[config.mk]
export PLATFORM = sky130hd
export DESIGN_NAME = perf_cache_event_arb_flat
export DESIGN_NICKNAME = d
export VERILOG_FILES = /design/src/rtl/perf_cache_event_arb_if.sv /design/src/rtl/perf_cache_event_arb.sv /design/src/flat_wrapper.sv
export SDC_FILE = /design/constraint.sdc
export NUM_CORES = 1
export LEC_CHECK = 0
export ABC_CLOCK_PERIOD_IN_PS = 3740
export CORE_MARGIN = 3
export CORE_UTILIZATION = 42
export CTS_BUF_LIST = sky130_fd_sc_hd__clkbuf_8
export DETAILED_ROUTE_END_ITERATION = 12
export SYNTH_ARGS = -nofsm -noshare
export SYNTH_HDL_FRONTEND = slang
export SYNTH_SLANG_ARGS = --single-unit
[constraint.sdc]
create_clock -name clk -period 3.74 [get_ports clk]
set_input_delay 0.935 -clock clk [delete_from_list [all_inputs] [get_ports clk]]
set_output_delay 0.935 -clock clk [all_outputs]
set_load 0.01 [all_outputs]
[src/rtl/perf_cache_event_arb_if.sv]
// Event-arbiter bus: requester-side event strobes and sink-side outputs.
interface perf_cache_event_arb_if #(
    parameter int N_REQ = 4
);
    logic                 en;
    logic [N_REQ-1:0]     req_valid;
    logic [8*N_REQ-1:0]   req_id;
    logic [8*N_REQ-1:0]   req_type;
    logic                 out_valid;
    logic [7:0]           out_id;
    logic [7:0]           out_access_type;
    logic [2:0]           out_src;
    logic [15:0]          drop_cnt;
    logic                 busy;

    // Requesters and the event sink side.
    modport master (
        output en, req_valid, req_id, req_type,
        input  out_valid, out_id, out_access_type, out_src, drop_cnt, busy
    );

    // The arbiter itself.
    modport slave (
        input  en, req_valid, req_id, req_type,
        output out_valid, out_id, out_access_type, out_src, drop_cnt, busy
    );
endinterface

[src/rtl/perf_cache_event_arb.sv]
// Cache perf-event arbiter: one small FIFO per requester, round-robin drain
// of one event per cycle onto a registered sink port. Events arriving at a
// full FIFO (that is not being popped the same cycle) are dropped and counted.

// Per-requester event FIFO. Accept/drop policy lives in the parent; this
// block just stores whatever it is told to push and pops on request.
module perf_cache_event_fifo #(
    parameter int DEPTH = 4,
    parameter int W     = 16
) (
    input  logic                       clk,
    input  logic                       rst,
    input  logic                       push,
    input  logic                       pop,
    input  logic [W-1:0]               din,
    output logic [W-1:0]               dout,
    output logic [$clog2(DEPTH):0]     count
);
    localparam int PW = $clog2(DEPTH);

    logic [W-1:0]  mem [DEPTH];
    logic [PW-1:0] wr_ptr;
    logic [PW-1:0] rd_ptr;

    // Pointers wrap naturally (power-of-two depth); count tracks +push -pop.
    always_ff @(posedge clk) begin
        if (!rst) begin
            wr_ptr <= '0;
            rd_ptr <= '0;
            count  <= '0;
        end else begin
            if (push) wr_ptr <= wr_ptr + 1'b1;
            if (pop)  rd_ptr <= rd_ptr + 1'b1;
            case ({push, pop})
                2'b10:   count <= count + 1'b1;
                2'b01:   count <= count - 1'b1;
                default: ;
            endcase
        end
    end

    // Storage needs no reset; a full FIFO pushed while popped overwrites the
    // slot being read, which is safe because the read is of the old value.
    always_ff @(posedge clk) begin
        if (push) mem[wr_ptr] <= din;
    end

    assign dout = mem[rd_ptr];
endmodule

module perf_cache_event_arb #(
    parameter int N_REQ      = 4,
    parameter int FIFO_DEPTH = 4
) (
    input  logic                    clk,
    input  logic                    rst,
    perf_cache_event_arb_if.slave   bus
);
    localparam int          SW  = $clog2(N_REQ);
    localparam int          CW  = $clog2(FIFO_DEPTH) + 1;
    localparam logic [SW:0] N_W = (SW+1)'(N_REQ);

    typedef struct packed {
        logic [7:0] id;
        logic [7:0] access_type;
    } event_t;

    event_t [N_REQ-1:0]          head;
    logic   [N_REQ-1:0][CW-1:0]  count;
    logic   [N_REQ-1:0]          nonempty;
    logic   [N_REQ-1:0]          full;
    logic   [N_REQ-1:0]          push;
    logic   [N_REQ-1:0]          grant;
    logic   [N_REQ-1:0]          dropped;

    logic [SW-1:0] last_grant;
    logic [SW-1:0] grant_idx;
    logic          grant_any;
    logic [SW:0]   cand_sum;
    logic [SW-1:0] cand;
    logic [3:0]    drop_num;
    logic [16:0]   drop_sum;

    logic          out_valid_q;
    event_t        out_q;
    logic [2:0]    out_src_q;
    logic [15:0]   drop_cnt_q;

    for (genvar g = 0; g < N_REQ; g++) begin : g_req
        assign nonempty[g] = (count[g] != '0);
        assign full[g]     = (count[g] == CW'(FIFO_DEPTH));
        // A full FIFO can still take an event in the cycle it is popped.
        assign push[g]     = bus.en & bus.req_valid[g] & (~full[g] | grant[g]);
        assign dropped[g]  = bus.en & bus.req_valid[g] & full[g] & ~grant[g];

        perf_cache_event_fifo #(
            .DEPTH (FIFO_DEPTH),
            .W     (16)
        ) u_fifo (
            .clk   (clk),
            .rst   (rst),
            .push  (push[g]),
            .pop   (grant[g]),
            .din   ({bus.req_id[8*g +: 8], bus.req_type[8*g +: 8]}),
            .dout  (head[g]),
            .count (count[g])
        );
    end

    // Round-robin pick from registered counts, starting after last_grant.
    always_comb begin
        grant_any = 1'b0;
        grant_idx = '0;
        cand_sum  = '0;
        cand      = '0;
        for (int k = 1; k <= N_REQ; k++) begin
            cand_sum = {1'b0, last_grant} + (SW+1)'(k);
            if (cand_sum >= N_W) cand_sum = cand_sum - N_W;
            cand = cand_sum[SW-1:0];
            if (!grant_any && nonempty[cand]) begin
                grant_any = 1'b1;
                grant_idx = cand;
            end
        end
    end

    // One-hot pop strobe for the chosen FIFO.
    always_comb begin
        grant = '0;
        if (grant_any) grant[grant_idx] = 1'b1;
    end

    // Number of requesters losing an event this cycle.
    always_comb begin
        drop_num = '0;
        for (int i = 0; i < N_REQ; i++) drop_num = drop_num + {3'b000, dropped[i]};
    end

    assign drop_sum = {1'b0, drop_cnt_q} + {13'b0, drop_num};

    // Grant pointer and registered sink port; payload holds when idle.
    always_ff @(posedge clk) begin
        if (!rst) begin
            last_grant  <= SW'(N_REQ - 1);
            out_valid_q <= 1'b0;
            out_q       <= '0;
            out_src_q   <= '0;
        end else begin
            out_valid_q <= grant_any;
            if (grant_any) begin
                last_grant <= grant_idx;
                out_q      <= head[grant_idx];
                out_src_q  <= 3'(grant_idx);
            end
        end
    end

    // Saturating drop counter, updated on the edge of the dropped push.
    always_ff @(posedge clk) begin
        if (!rst) drop_cnt_q <= '0;
        else      drop_cnt_q <= drop_sum[16] ? 16'hFFFF : drop_sum[15:0];
    end

    assign bus.out_valid       = out_valid_q;
    assign bus.out_id          = out_q.id;
    assign bus.out_access_type = out_q.access_type;
    assign bus.out_src         = out_src_q;
    assign bus.drop_cnt        = drop_cnt_q;
    assign bus.busy            = |nonempty;
endmodule

[src/flat_wrapper.sv]
// flat-port wrapper written by rule: the top's interface ports become plain ports
module perf_cache_event_arb_flat 
#(
    parameter int N_REQ      = 4,
    parameter int FIFO_DEPTH = 4
)
  (clk, rst, bus_en, bus_req_valid, bus_req_id, bus_req_type, bus_out_valid, bus_out_id, bus_out_access_type, bus_out_src, bus_drop_cnt, bus_busy);
  perf_cache_event_arb_if #(.N_REQ(N_REQ)) bus_i ();
  input  logic clk;
  input  logic rst;
  input wire logic [$bits(bus_i.en)-1:0] bus_en;
  input wire logic [$bits(bus_i.req_valid)-1:0] bus_req_valid;
  input wire logic [$bits(bus_i.req_id)-1:0] bus_req_id;
  input wire logic [$bits(bus_i.req_type)-1:0] bus_req_type;
  output wire logic [$bits(bus_i.out_valid)-1:0] bus_out_valid;
  output wire logic [$bits(bus_i.out_id)-1:0] bus_out_id;
  output wire logic [$bits(bus_i.out_access_type)-1:0] bus_out_access_type;
  output wire logic [$bits(bus_i.out_src)-1:0] bus_out_src;
  output wire logic [$bits(bus_i.drop_cnt)-1:0] bus_drop_cnt;
  output wire logic [$bits(bus_i.busy)-1:0] bus_busy;
  assign bus_i.en = bus_en;
  assign bus_i.req_valid = bus_req_valid;
  assign bus_i.req_id = bus_req_id;
  assign bus_i.req_type = bus_req_type;
  assign bus_out_valid = bus_i.out_valid;
  assign bus_out_id = bus_i.out_id;
  assign bus_out_access_type = bus_i.out_access_type;
  assign bus_out_src = bus_i.out_src;
  assign bus_drop_cnt = bus_i.drop_cnt;
  assign bus_busy = bus_i.busy;
  perf_cache_event_arb #(.N_REQ(N_REQ), .FIFO_DEPTH(FIFO_DEPTH)) u_core (.clk(clk), .rst(rst), .bus(bus_i));
endmodule
placement_by_type.png
Fill, decap, tap and diode cells in gray.
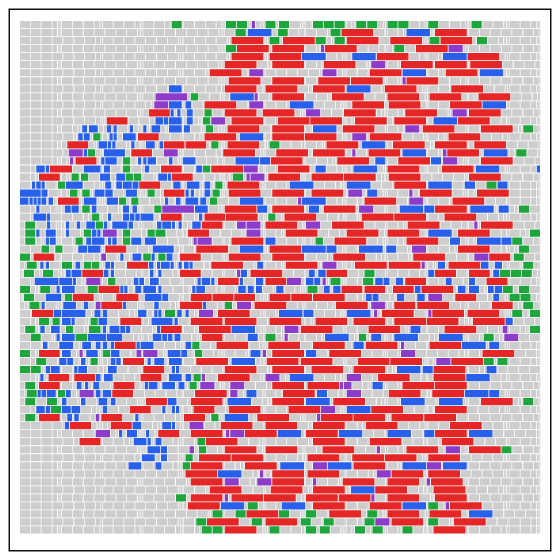
- red: sequential cells (cells 329)
- green: remaining buffers and delay cells (cells 167)
- purple: clock drivers and dummy loads (cells 98)
- blue: combinational and other logic (cells 411)
placeable core region: 0.03075 mm²
share of cell area taken by flip-flops and latches: 56.78%
final core occ: 52.43%
total non-filler cell area in the finished layout: 0.01612 mm²
Site Rows: 64

io_fan.png
Bar = 50 µm.
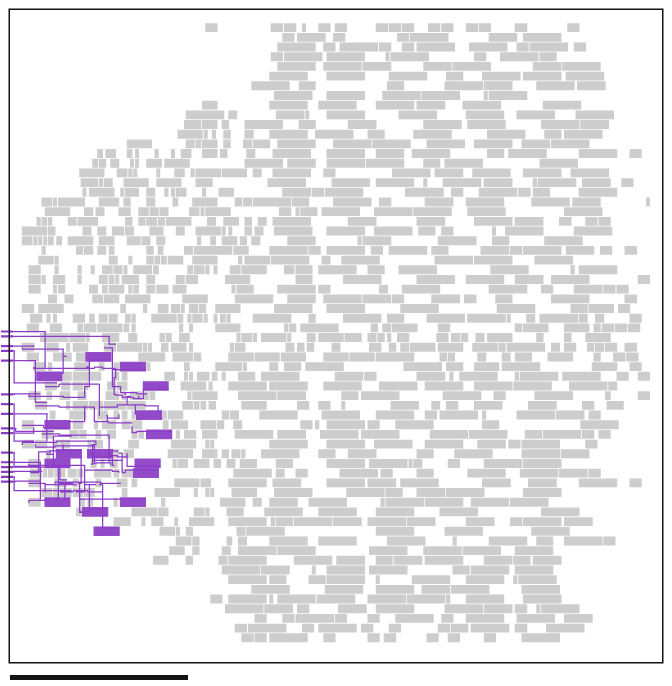
- purple: bus_drop_cnt (bits 16; direction output; edge left; end cells 16; buffers 16; wire 883 µm)
number of port buffers: 106
boundary pin count: 108

placement.png
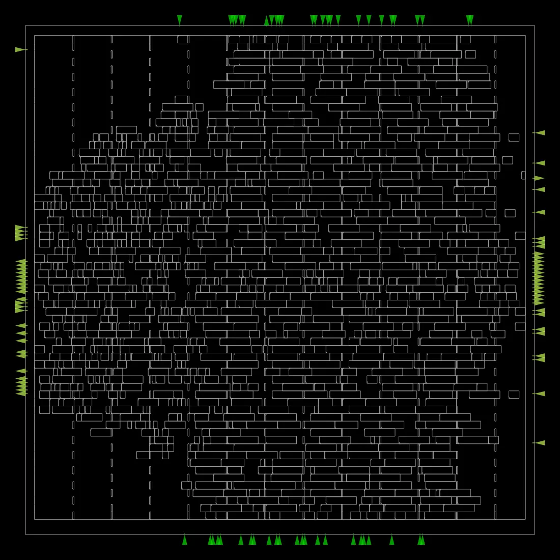
number of fill cells: 2598
TAP cells: 396

power_grid.png
Bar = 50 µm. Pins as bars on the die edge. Tap cells in gray.
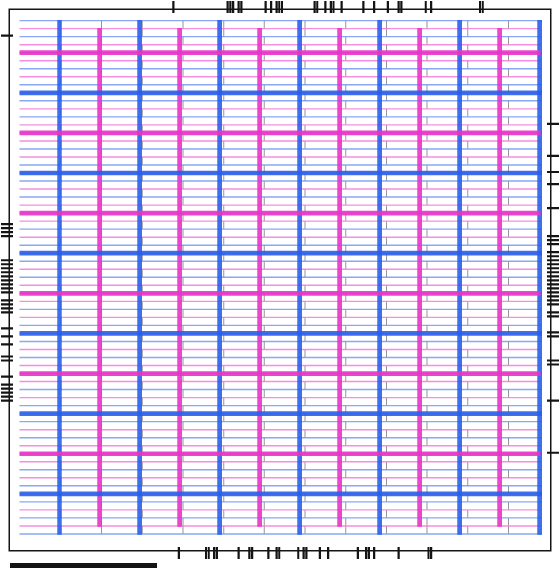
- magenta: VDD
- blue: VSS
- met4 straps: 13
- met1 rails: 65
maximum resistive drop on vdd: 464.1 µV
die boundary height: 183.1 µm
Die X-Extent: 183.1 µm

==> datasheet_impl.txt <==
Table: implementation figures

Parameter                              Value

Synthesis
  Commonest cells in the netlist    edfxtp_1, dfxtp_1, mux4_2
  Ranking of synthesized cells by area    edfxtp_1, dfxtp_1, mux4_2
  Chip area from the yosys synthesis statistics    0.01318 mm²
  Yosys warning total    0
  Leading register cell type out of synthesis    edfxtp_1
  Seq/Total Area, Yosys    69.43%
  Cell area after synthesis    0.01318 mm²
  Net count after synthesis    876
  Mean Syn Cell Area    17.02 µm²
  Proportion of synthesized flip-flops having asynchronous set or reset    0%
  Gate Count Post-Synth    774
  Most numerous cell in the Yosys netlist    edfxtp_1
  Registers, synthesis    329
  Count of unique library cells instantiated by Yosys    50
  Top area contributor share    58.34%
  Number of enable-type register cells in the synthesized netlist    256

Setup path
  Element type at the critical path end    flip-flop
  Worst reg2reg path depth    16
  Family with the most delay on the worst path    adder cells
  Crit Reg-Reg Startpoint    u_core.g_req[2].u_fifo.count[1]
  Count of buffering cells on the critical path with inverters included    2
  Required time of the critical path    4.17 ns
  Highest net fanout along the worst path    4
  Arr. time, crit path    3.99 ns
  CP max stage cell    fa_2
  Ordered list of cells on the worst path    nor3_4 -> a21oi_2 -> o22a_1 -> nand3_2 -> nor2_1 -> ha_1 -> fa_2 -> ha_2 -> inv_1 -> fa_2 -> nand2b_4 -> a21oi_2 -> and3_4 -> buf_4 -> and4b_1 -> nor3_1
  Element type at the critical path start    flip-flop
  CP max stage delay    0.54 ns

Worst hold path
  Hold Path Class    reg2reg
  Worst hold path stage count    1
  Source of the worst hold timing path    u_core.bus.out_id[7]
  Terminating pin of the worst hold path    u_core.bus.out_id[7]

Final timing
  Worst setup skew after layout    0.01202 ns
  Achievable frequency    280.5 MHz
  Fin Setup TNS    0 ns
  Final critical-path required period    3.565 ns
  Final Cycle Share    95.31%
  Worst Tran Pin Value    0.9338 ns
  Setup violations, final    0
  Count of pins over their slew limit    0

Clock network
  Clock root cell    clkbuf_8
  Clk sinks    329
  Clk Latency, worst-skew pair    0.57 ns
  Buffer levels on the longest clock path    3
  Clock buffer count from CTS    54
  Level count of the clock H-tree    2
  Clock edge transition at the registers on the reported setup and hold paths    0.06 ns
  TritonCTS clock tree    done
  Quantity of hold-fixing buffers added after cts    0

Floorplanning
  Die area    0.03353 mm²

Placed design
  Final RePlAce weighted congestion    0.7831
  Placed insts    1299
  Estimated wirelength of the detail-placed design    17660 µm

Finish
  Nets@finish    1065
  Count of placed standard cells in the final layout, fillers left out    1401
  Antenna diodes    0

Routing
  First-pass DRT Iterations    4
  Vias after detailed routing    7126
  Total Routed Length    26520 µm
  Antenna violation net count after detailed routing    0
  Routed via count divided by cell count    5.086
  DRC Markers    0

Pwr
  Power density relative to cell area    706.6 mW/mm²
  Leak Pwr    5.751 nW
  Sum of internal, switching and leakage power    11.39 mW

GRT
  Global routing usage summed across all routing layers    16.04%
  Largest net degree at the start of global routing    53
  Grt ovf    0
  Number of global-route vias before repair    7574
  Initial antenna violation count    0
  First-pass GRT wire length    41430 µm

Status
  Outcome    complete, no violations

Job
  Max-cap violations    0
  Warning total across the stage logs    38
state kept, by name (all words and copies together), names as in the netlist, named ones only:
name                        flops
u_core.g_req.u_fifo.count      12
u_core.bus.drop_cnt            16
u_core.g_req.u_fifo.wr_ptr      8
u_core.bus.out_access_type      8
u_core.bus.out_src              2
u_core.g_req.u_fifo.mem       256
u_core.bus.out_id               8
u_core.last_grant               2
u_core.bus.out_valid            1
u_core.g_req.u_fifo.rd_ptr      8
layout make-up:
class                   count  area (µm²)
flip-flops and latches    329        9153
inverters                  35       131.4
clock buffers              55       757.0
repair buffers            167        1526
multi-input cells         376        3825
well taps                 396       495.5
fillers                  2598       14630
clock inverters            43       232.7
placed cells by master (no fill, tap or decap), types with 3 or more instances in the layout:
master and count:
o31ai_1 3, buf_4 59, o21ai_0 5, xnor2_1 10, fa_1 4, a21oi_1 28, nand2_1 18, nor3_1 8
ha_1 24, clkinv_1 8, a21o_1 17, nand3_1 13, clkdlybuf4s50_1 106, nor2_1 38, clkinv_2 5, a21oi_2 5
dfxtp_1 70, o22ai_1 18, mux4_2 64, clkbuf_8 55, and2_1 19, dfxtp_2 3, mux2i_1 34, edfxtp_1 256
xor2_1 21, or3_1 6, inv_1 59, nor3_4 3
layer usage:
| metal | vias up | share of wire [%] | GRT usage, % |
|---|---|---|---|
| met3 | 36 | 5.8 | 3.411 |
| met1 | 3557 | 43 | 21.46 |
| li1 | 3370 | - | - |
| met5 | - | 0 | 0 |
| met2 | 163 | 49 | 26.81 |
| met4 | 0 | 1.8 | 4.601 |
worst max path at each step:
stage / from / depth (start not counted) / endpoint
6_report: u_core.g_req[2].u_fifo.count[1] / 16 / u_core.bus.drop_cnt[14]
5_1_grt: u_core.g_req[2].u_fifo.count[1] / 16 / u_core.bus.drop_cnt[14]
4_1_cts: u_core.g_req[2].u_fifo.count[2] / 16 / u_core.bus.drop_cnt[0]
3_5_place_dp: bus_en / 14 / u_core.bus.drop_cnt[0]
3_3_place_gp: bus_en / 14 / u_core.bus.drop_cnt[0]
2_1_floorplan: u_core.g_req[3].u_fifo.count[1] / 15 / u_core.bus.drop_cnt[3]
stage by stage:
stage                     cell area, µm²  setup WS (ns)  hold slack [ns]
after floorplan                    13210        0.01545           0.4805
after global routing               16120        0.01211           0.4734
after detailed placement           15020        -0.4172           0.4458
after CTS                          16010        0.02737           0.4605
final                              16120         0.1754           0.4542
after global placement             15020        -0.3643           0.4338
cells by family after synthesis:
group                      Yosys count  share of synthesized area [%]
and+or+nand+nor                    122                          4.757
xor gates and xnor gates            31                          2.061
DFF                                329                          69.43
adders and majority gates           31                          3.286
buffers and inverters               69                          2.298
muxes                               98                          13.52
AOI/OAI and AO/OA                   93                          4.615
other                                1                        0.02846
power by group:
part           internal [mW]  switching [mW]  leakage (nW)
logic                   1.97            2.05          2.23
registers               4.28           0.241          2.92
clock network           1.50            1.35         0.594
what timing repair did:
item	in CTS	in global routing
buffers inserted	0	3
gates resized	0	23
endpoints found under the setup margin	0	15
Power and IR drop assume default switching activity.
